### Register map, names as in the netlist, run 1

Scale bar: 20 µm. Other sequential cells in the stronger gray, the rest of the logic in the fainter gray.
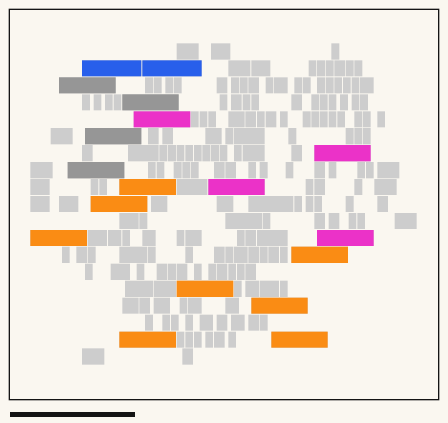
### Gate families picked out, run 1

Scale bar: 20 µm.
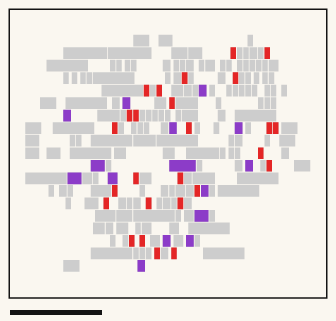
### Layout detail, run 1

Scale bar: 5 µm. Region (24, 34) to (44, 54) µm. Cells in gray, sequential cells in the stronger gray; small squares are vias.
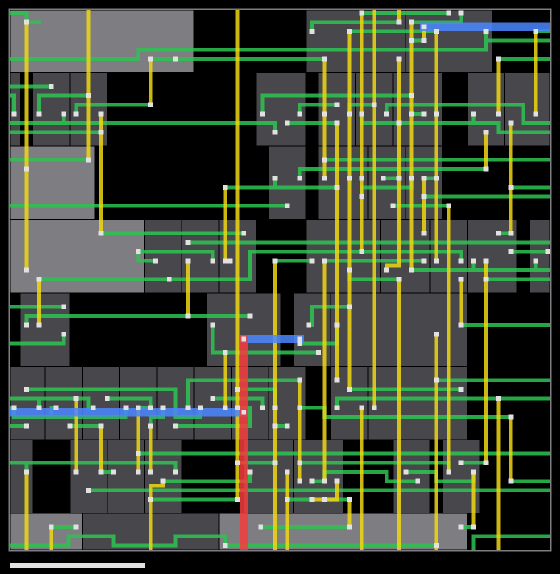
### Routed metal, one color a layer, run 1

Scale bar: 20 µm.
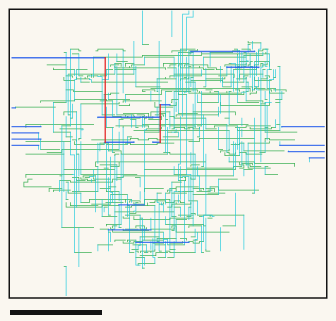
**config.mk**
```make
export PLATFORM = sky130hd
export DESIGN_NAME = rr_arbiter4
export DESIGN_NICKNAME = d
export VERILOG_FILES = /design/src/rtl/arb_pkg.sv /design/src/rtl/decoder2to4.sv /design/src/rtl/rr_arbiter4.sv
export SDC_FILE = /design/constraint.sdc
export NUM_CORES = 1
export LEC_CHECK = 0
export ABC_AREA = 1
export CORE_ASPECT_RATIO = 0.9
export CORE_MARGIN = 3
export CORE_UTILIZATION = 35
export CTS_CLUSTER_DIAMETER = 120
export CTS_CLUSTER_SIZE = 12
export DETAILED_ROUTE_END_ITERATION = 6
export HOLD_SLACK_MARGIN = 0.08
export SETUP_SLACK_MARGIN = 0.15
export SYNTH_ARGS = -nofsm -noshare
export SYNTH_HDL_FRONTEND = slang
export SYNTH_SLANG_ARGS = --single-unit
```
**constraint.sdc**
```tcl
create_clock -name clk -period 1.97 [get_ports clk]
set_input_delay 0.394 -clock clk [delete_from_list [all_inputs] [get_ports clk]]
set_output_delay 0.394 -clock clk [all_outputs]
set_load 0.02 [all_outputs]
```
**src/rtl/arb_pkg.sv**
```systemverilog
// Shared types and constants for the 4-way round-robin arbiter.
// rr_pick returns the first eligible requester searched from ptr+1 around to ptr.
package arb_pkg;

    localparam int NUM_REQ = 4;
    localparam int IDX_W   = 2;
    localparam int CNT_W   = 8;

    typedef enum logic {
        IDLE  = 1'b0,
        GRANT = 1'b1
    } arb_state_e;

    typedef struct packed {
        logic             found;
        logic [IDX_W-1:0] idx;
    } pick_t;

    function automatic pick_t rr_pick(input logic [NUM_REQ-1:0] elig,
                                      input logic [IDX_W-1:0]   ptr);
        pick_t            p;
        logic [IDX_W-1:0] cand;
        p.found = 1'b0;
        p.idx   = ptr;
        // Walk from lowest to highest priority so the last hit wins.
        for (int k = NUM_REQ; k >= 1; k--) begin
            cand = ptr + IDX_W'(k);
            if (elig[cand]) begin
                p.found = 1'b1;
                p.idx   = cand;
            end
        end
        return p;
    endfunction

endpackage

```
**src/rtl/decoder2to4.sv**
```systemverilog
// 2-to-4 one-hot decoder with enable; output is all-zero when disabled.
module decoder2to4 (
    input  logic [1:0] sel,
    input  logic       en,
    output logic [3:0] dec
);

    always_comb begin
        dec = 4'b0000;
        if (en) begin
            dec[sel] = 1'b1;
        end
    end

endmodule

```
**src/rtl/rr_arbiter4.sv**
```systemverilog
// Four-requester round-robin arbiter with per-holder hold limit and masking
// of timed-out requesters until they drop their request.
module rr_arbiter4
    import arb_pkg::*;
#(
    parameter int MAX_HOLD = 16
) (
    input  logic               clk,
    input  logic               rst_n,
    input  logic [NUM_REQ-1:0] req,
    output logic [NUM_REQ-1:0] grant,
    output logic [IDX_W-1:0]   grant_idx,
    output logic               grant_valid,
    output logic               timeout,
    output arb_state_e         dbg_state
);

    // Handshake: a requester raises req[i] and holds it; grant[i] appears one
    // cycle later and stays while req[i] is held. Dropping req[i] ends the grant
    // at the next edge; a hold limit hit ends it with a one-cycle timeout pulse.

    localparam logic [CNT_W-1:0] HOLD_LIMIT = CNT_W'(MAX_HOLD);
    localparam bit               TIMEOUT_EN = (MAX_HOLD != 0);

    arb_state_e         state_q, state_d;
    logic [IDX_W-1:0]   idx_q, idx_d;
    logic [IDX_W-1:0]   ptr_q, ptr_d;
    logic [CNT_W-1:0]   cnt_q, cnt_d;
    logic [NUM_REQ-1:0] mask_q, mask_d;
    logic               timeout_q, timeout_d;
    pick_t              pick;

    always_ff @(posedge clk or negedge rst_n) begin
        if (!rst_n) begin
            state_q   <= IDLE;
            idx_q     <= '0;
            ptr_q     <= IDX_W'(NUM_REQ - 1);
            cnt_q     <= '0;
            mask_q    <= '0;
            timeout_q <= 1'b0;
        end else begin
            state_q   <= state_d;
            idx_q     <= idx_d;
            ptr_q     <= ptr_d;
            cnt_q     <= cnt_d;
            mask_q    <= mask_d;
            timeout_q <= timeout_d;
        end
    end

    always_comb begin
        pick      = rr_pick(req & ~mask_q, ptr_q);
        state_d   = state_q;
        idx_d     = idx_q;
        ptr_d     = ptr_q;
        cnt_d     = cnt_q;
        timeout_d = 1'b0;
        // A mask bit survives only while its request stays high.
        mask_d    = mask_q & req;
        case (state_q)
            IDLE: begin
                if (pick.found) begin
                    state_d = GRANT;
                    idx_d   = pick.idx;
                    ptr_d   = pick.idx;
                    cnt_d   = CNT_W'(1);
                end
            end
            GRANT: begin
                if (!req[idx_q]) begin
                    state_d = IDLE;
                    cnt_d   = '0;
                end else if (TIMEOUT_EN && (cnt_q == HOLD_LIMIT)) begin
                    state_d       = IDLE;
                    cnt_d         = '0;
                    timeout_d     = 1'b1;
                    mask_d[idx_q] = 1'b1;
                end else if (cnt_q != '1) begin
                    cnt_d = cnt_q + 1'b1;
                end
            end
            default: state_d = IDLE;
        endcase
    end

    always_comb begin
        grant_valid = (state_q == GRANT);
        grant_idx   = idx_q;
        timeout     = timeout_q;
        dbg_state   = state_q;
    end

    decoder2to4 u_dec (
        .sel (grant_idx),
        .en  (grant_valid),
        .dec (grant)
    );

endmodule

```
==> results.json, run 1 <==
{
  "dr.pass1.iters": 5,
  "place_area_mm2": 0.00144,
  "rows": 19,
  "nNonClkBuffers": 21,
  "detail-route-antenna-nets": 0,
  "rsz0062_at_grt": "true",
  "ios": 15,
  "die-area_mm2": 0.00429,
  "largest_register_ffs": 8,
  "drc": 0,
  "netlist_area_mm2": 0.00124,
  "synth_cell_types": 25,
  "hold_class": "input port to asynchronous set/reset pin",
  "logic_family": "simple AND/OR/NAND/NOR gates",
  "edf_count": 0,
  "drive_gt1_share_pct": 11.6,
  "status": "complete, no violations",
  "clk_latency_ns": 0.25,
  "p_per_area_mw_per_mm2": 1250,
  "finalNetCount": 216,
  "core_area_mm2": 0.00321,
  "grt_pass1_vias": 1060,
  "peakVddDrop_mv": 0.745,
  "drv_slew": 0,
  "top_area_cell": "dfrtp_1",
  "logic_gates": 138,
  "post-route-util_pct": 46.7,
  "cts_tree": "built",
  "regArea_um2": 453,
  "warning_count": 28,
  "crit_path_end_kind": "output port",
  "cts_hold_buf": 0,
  "largestClassByArea": "logic gates",
  "drt_iter0_markers": 81,
  "top_area_share_pct": 32.4,
  "ff_count": 18,
  "r2r_slack_ns": 0.34,
  "n_fill_cell": 318,
  "htreeDepth": 1,
  "ys_chip_area_mm2": 0.00124,
  "crit_fanout": 6,
  "finalWorstSetupSlack_ns": 0.226,
  "syn_area_per_cell_um2": 6.58,
  "final_area_mm2": 0.00150,
  "syn2layout_area_growth_pct": 21.2,
  "initCoreUtil_pct": 38.6,
  "ys_seq_share_pct": 36.6,
  "top_cells_by_area": "dfrtp_1 32%, nand2_1 18%, nor2_1 8.5%",
  "required_ns": 1.58,
  "cts_buffers": 3,
  "mux_share_pct": 0,
  "yosys_warnings": 0,
  "die_x_um": 68.7,
  "cp-start-kind": "register",
  "top_regs": "cnt_q x8, mask_q x4",
  "grt_pass1_wl_um": 4920,
  "cts.path.max_buffers": 2,
  "place_inst": 244,
  "cts-root-buf": "clkbuf_8",
  "top_cells_by_count": "59 x nand2_1, 28 x nor2_1, 25 x inv_1",
  "mostFrequentLayoutCells": "59 x nand2_1, 28 x nor2_1, 25 x inv_1",
  "place.gp.congestion": 0.830,
  "worst_slew_pin_slew_ns": 0.411
}
Notes on 'Register map, names as in the netlist' above:
- orange: cnt_q (flops 8)
- blue: ptr_q (flops 2)
- magenta: mask_q (flops 4)
- not colored: 4

Notes on 'Gate families picked out' above:
- purple: inverting AOI/OAI gates (cells 15; most used o21ai_0)
- red: inverters (cells 26; most used inv_1)
dominant logic cell type in the layout: nand2_1
Comb area share: 43.1%
Non-Filler Instances: 249

Notes on 'Layout detail' above:
- green: metal 1
- yellow: metal 2
- red: metal 4
- blue: metal 3
- most frequent: nand2_1 (14), nor2_1 (8), inv_1 (7)
- sequential cells in the window: 3
- netlist names of flops here include: mask_q (2), ptr_q (1)
- cells with their middle in the window: 48

Notes on 'Routed metal, one color a layer' above:
- blue: metal 3 (wire length 145 µm)
- green: metal 1 (wire length 1520 µm)
- cyan: metal 2 (wire length 1240 µm)
- red: metal 4 (wire length 26.5 µm)
DR WL/cell: 11.8 µm
Routed WL: 2930 µm
via count: 1184
Tot GR Track Use: 14.7%

[run 1: layer usage]
metal | up-vias | wire (µm) | global-route usage, %
li1 | 626 | - | -
met1 | 530 | 1520 | 22.5
met2 | 23 | 1240 | 20.3
met3 | 5 | 144 | 3.60
met4 | 0 | 26 | 3.72
met5 | - | 0 | 0
[run 1: worst max-delay path: stages (launching register included)]
cell	delay (ns)
dfrtp_1	0.44
inv_1	0.09
nand2_1	0.09
nor2_1	0.15
clkdlybuf4s15_1	0.32
[run 1: where the power goes]
group          leakage, µW  total [µW]  internal (µW)  switching (µW)
combinational     0.000487         996            373             622
sequential        0.000235         571            462             109
clock            0.0000288         307            178             130
[run 1: repair_timing]
action                                  CTS  global route
buffers inserted                          0             1
pin swaps                                 0             1
endpoints found under the setup margin    6             7
gates resized                             6             3
gates cloned                              0             0
==> run 2, diff against run 1 <==
Settings changed: TNS_END_PERCENT from default to 10.
### Gate families picked out, run 2

Scale bar: 20 µm.
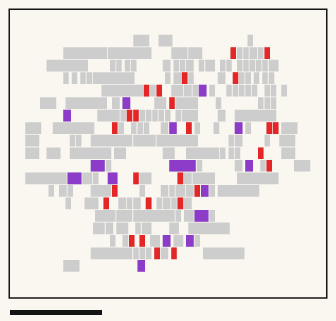
- red: inverters (cells 26; most used inv_1)
- purple: inverting AOI/OAI gates (cells 15; most used o21ai_0)

### Congestion heat map, run 2

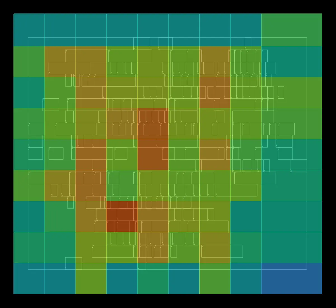
Top Usage Layer GRT: met1
post-layout util: 46.9%
M3 GR Usage: 3.60%

==> run 2 against run 1 <==
Net effect:
- sequential power is essentially flat
- global-route usage is the same
- routed wire length shrank 0.10%
- critical endpoint is now grant[1]
- largest power group unchanged
- highest routed layer unchanged
==> results.json, run 2 <==
{
  "die-area_mm2": 0.00429,
  "edf_count": 0,
  "drt-vias-per-instance": 4.74,
  "timing.rr.end": "grant_idx[0]$_DFFE_PN0P_",
  "mostFrequentLayoutCells": "59 x nand2_1, 28 x nor2_1, 25 x inv_1",
  "cts_buffers": 3,
  "drv_slew": 0,
  "top_area_cell": "dfrtp_1",
  "drc": 0,
  "grt_pass1_vias": 1060,
  "yosys_warnings": 0,
  "crit_path_end_kind": "output port",
  "top_cells_by_area": "dfrtp_1 32%, nand2_1 18%, nor2_1 8.5%",
  "wl_um": 2920,
  "worst_slew_pin_slew_ns": 0.411,
  "wl_met1_um": 1520,
  "place.gp.congestion": 0.830,
  "leakage_uw": 0.000754,
  "initCoreUtil_pct": 38.6,
  "ys_ff": 18,
  "cap_violations": 0,
  "worstPathArrival_ns": 1.36,
  "fmax_ghz": 0.569,
  "max_slew_margin_pct": 72.5,
  "netlist_instances": 188,
  "place_inst": 244,
  "cts-root-buf": "clkbuf_8",
  "synth_cell_types": 25,
  "ys_chip_area_mm2": 0.00124,
  "peakVddDrop_mv": 0.743,
  "syn2layout_area_growth_pct": 21.5,
  "top_regs": "cnt_q x8, mask_q x4",
  "diodes": 0,
  "dr.pass1.iters": 5,
  "r2r_slack_ns": 0.34,
  "finalWorstSetupSlack_ns": 0.214,
  "post_cts_buffers": 0,
  "htreeDepth": 1,
  "cp-start-kind": "register",
  "mux_share_pct": 0,
  "hold_class": "input port to asynchronous set/reset pin",
  "period_minus_slack_ns": 1.76,
  "wl_met2_um": 1240,
  "track_usage_pct": 14.7,
  "path_cells": "inv_1, nand2_1, nor2_1, dlygate4sd2_1",
  "grt_pass1_wl_um": 4920,
  "top_cells_by_count": "59 x nand2_1, 28 x nor2_1, 25 x inv_1",
  "grt_use_met1_pct": 22.5,
  "cts_tree": "built",
  "detail-route-antenna-nets": 0,
  "cts_hold_buf": 0,
  "wire_per_inst_um": 11.7,
  "drive_gt1_share_pct": 11.1,
  "final_area_mm2": 0.00150,
  "status": "complete, no violations",
  "finalNetCount": 216,
  "netlist_area_mm2": 0.00124,
  "ys_seq_share_pct": 36.6,
  "grt_max_degree": 14,
  "cts.path.max_buffers": 2,
  "ys_async_sr_fraction_pct": 100,
  "via_count": 1181,
  "rsz0062_at_grt": "true",
  "max_stage_delay_ns": 0.44,
  "logic_family": "simple AND/OR/NAND/NOR gates",
  "gr-usage-met2_pct": 20.3,
  "warning_count": 28,
  "place_area_mm2": 0.00144,
  "top_layer": "met4",
  "core_area_mm2": 0.00321,
  "syn_area_per_cell_um2": 6.58,
  "required_ns": 1.58,
  "critPathSlowestCell": "dfrtp_1",
  "drt_iter0_markers": 81,
  "hold-worst-slack_ns": 0.434,
  "ios": 15,
  "wl_met3_um": 143,
  "lay_top_count": "nand2_1",
  "layout.cells.non_filler": 249,
  "p_per_area_mw_per_mm2": 1250,
  "postCtsResizedCells": 6,
  "crit_fanout": 6,
  "rows": 19,
  "yosysCellCount": 188,
  "crit_end": "grant[1]",
  "clk_latency_ns": 0.25,
  "top_area_share_pct": 32.4,
  "largest_register_ffs": 8,
  "die_x_um": 68.7
}
-- run 2: cell counts after synthesis --
No cell type changed its count.
-- run 2: power by group --
part	switching, µW	internal (µW)	total (µW)
clock network	130	178	307
logic	622	376	998
registers	108	462	570
total	860	1020	1870
-- run 2: final cells by class --
| type | count | area, µm² |
|---|---|---|
| flip-flops and latches | 18 | 453 |
| multi-input cells | 138 | 647 |
| repair buffers | 21 | 199 |
| inverters | 26 | 97.6 |
| well taps | 42 | 52.6 |
| fillers | 319 | 1710 |
| clock buffers | 4 | 55.1 |
-- run 2: critical path, delay by kind of cell, from the launching register on --
family | cells | cell delay (ns)
buffers and inverters | 2 | 0.44
AND/OR/NAND/NOR | 2 | 0.22
flip-flops | 1 | 0.44
==> run 3, diff against run 2 <==
--- a/config.mk
+++ b/config.mk
@@ -9,9 +9,10 @@
 export CORE_ASPECT_RATIO = 0.9
 export CORE_MARGIN = 3
-export CORE_UTILIZATION = 35
+export CORE_UTILIZATION = 50
 export CTS_CLUSTER_DIAMETER = 120
 export CTS_CLUSTER_SIZE = 12
 export DETAILED_ROUTE_END_ITERATION = 6
 export HOLD_SLACK_MARGIN = 0.08
+export PLACE_DENSITY = 0.73
 export SETUP_SLACK_MARGIN = 0.15
 export SYNTH_ARGS = -nofsm -noshare
==> constraint.sdc (replaced) <==
create_clock -name clk -period 1.97 [get_ports clk]
set_input_delay 0.394 -clock clk [delete_from_list [all_inputs] [get_ports clk]]
set_output_delay 0.394 -clock clk [all_outputs]
set_load 0.05 [all_outputs]
### Register map, names as in the netlist, run 3

Scale bar: 20 µm. Other sequential cells in the stronger gray, the rest of the logic in the fainter gray.
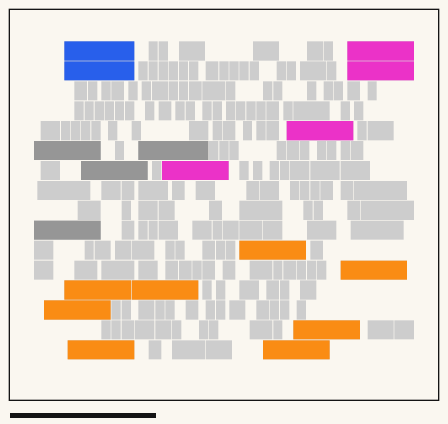
- blue: ptr_q (flops 2)
- orange: cnt_q (flops 8)
- magenta: mask_q (flops 4; where upper right)
- not colored: 4

### Gate families picked out, run 3

Scale bar: 20 µm.
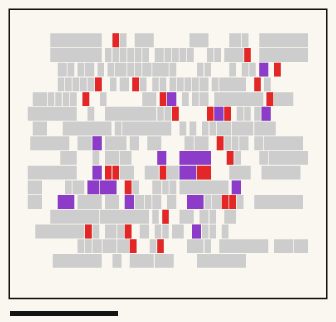
Comb area share: 44.5%
Non-Filler Instances: 236

==> run 3 against run 2 <==
Net effect:
- via count up 5.1%
- clock skew up 0.0098 ns
- total power up 14%
- synthesized cell count unchanged
==> results.json, run 3 <==
{
  "syn_area_per_cell_um2": 6.58,
  "detail-route-antenna-nets": 0,
  "r2r_slack_ns": 0.27,
  "warning_count": 29,
  "critPathTopFamily": "flip-flops",
  "die-area_mm2": 0.00311,
  "hold-worst-slack_ns": 0.400,
  "die_x_um": 58.4,
  "top_area_cell": "dfrtp_1",
  "largest_register_ffs": 8,
  "cts-root-buf": "clkbuf_4",
  "synth_cell_types": 25,
  "max_slew_margin_pct": 67.4,
  "cts_tree": "built",
  "diodes": 0,
  "dr.pass1.iters": 4,
  "grt_max_degree": 19,
  "ios": 15,
  "drt-vias-per-instance": 5.26,
  "netlist_area_mm2": 0.00124,
  "crit_path_end_kind": "output port",
  "ys_seq_share_pct": 36.6,
  "power_leader": "combinational cells",
  "grt_pass1_wl_um": 4730,
  "status": "complete, no violations",
  "edf_count": 0,
  "yosys_warnings": 0,
  "switchingPower_uw": 1080,
  "finalNetCount": 218,
  "track_usage_pct": 19.7,
  "cts_buffers": 3,
  "rsz0062_at_grt": "true",
  "grt_pass1_vias": 1104,
  "wire_per_inst_um": 12.5,
  "postCtsResizedCells": 1,
  "mux_share_pct": 0
}
run 3: cell types whose count changed in the layout (fill, tap and decap cells not counted), sizes merged:
cell / delta
o21ai: +1
clkdlybuf4s15: -1
clkdlybuf4s50: -3
inv: -1
buf: +9
dlygate4sd2: -4
clkinvlp: +1
run 3: metal layers:
layer | up-vias | track usage [%] | part of all wire, %
li1 | 632 | - | -
met1 | 561 | 26.6 | 49
met2 | 43 | 32.0 | 43
met3 | 5 | 5.61 | 7.0
met4 | 0 | 2.70 | 1.1
met5 | - | 0 | 0
run 3: layout make-up:
type / instances / area [µm²]
clock buffers: 4 / 36.3
fillers: 199 / 722
inverters: 26 / 101
multi-input cells: 139 / 686
flip-flops and latches: 18 / 454
well taps: 27 / 33.8
repair buffers: 22 / 229
Power is estimated from default activity; no workload was simulated.
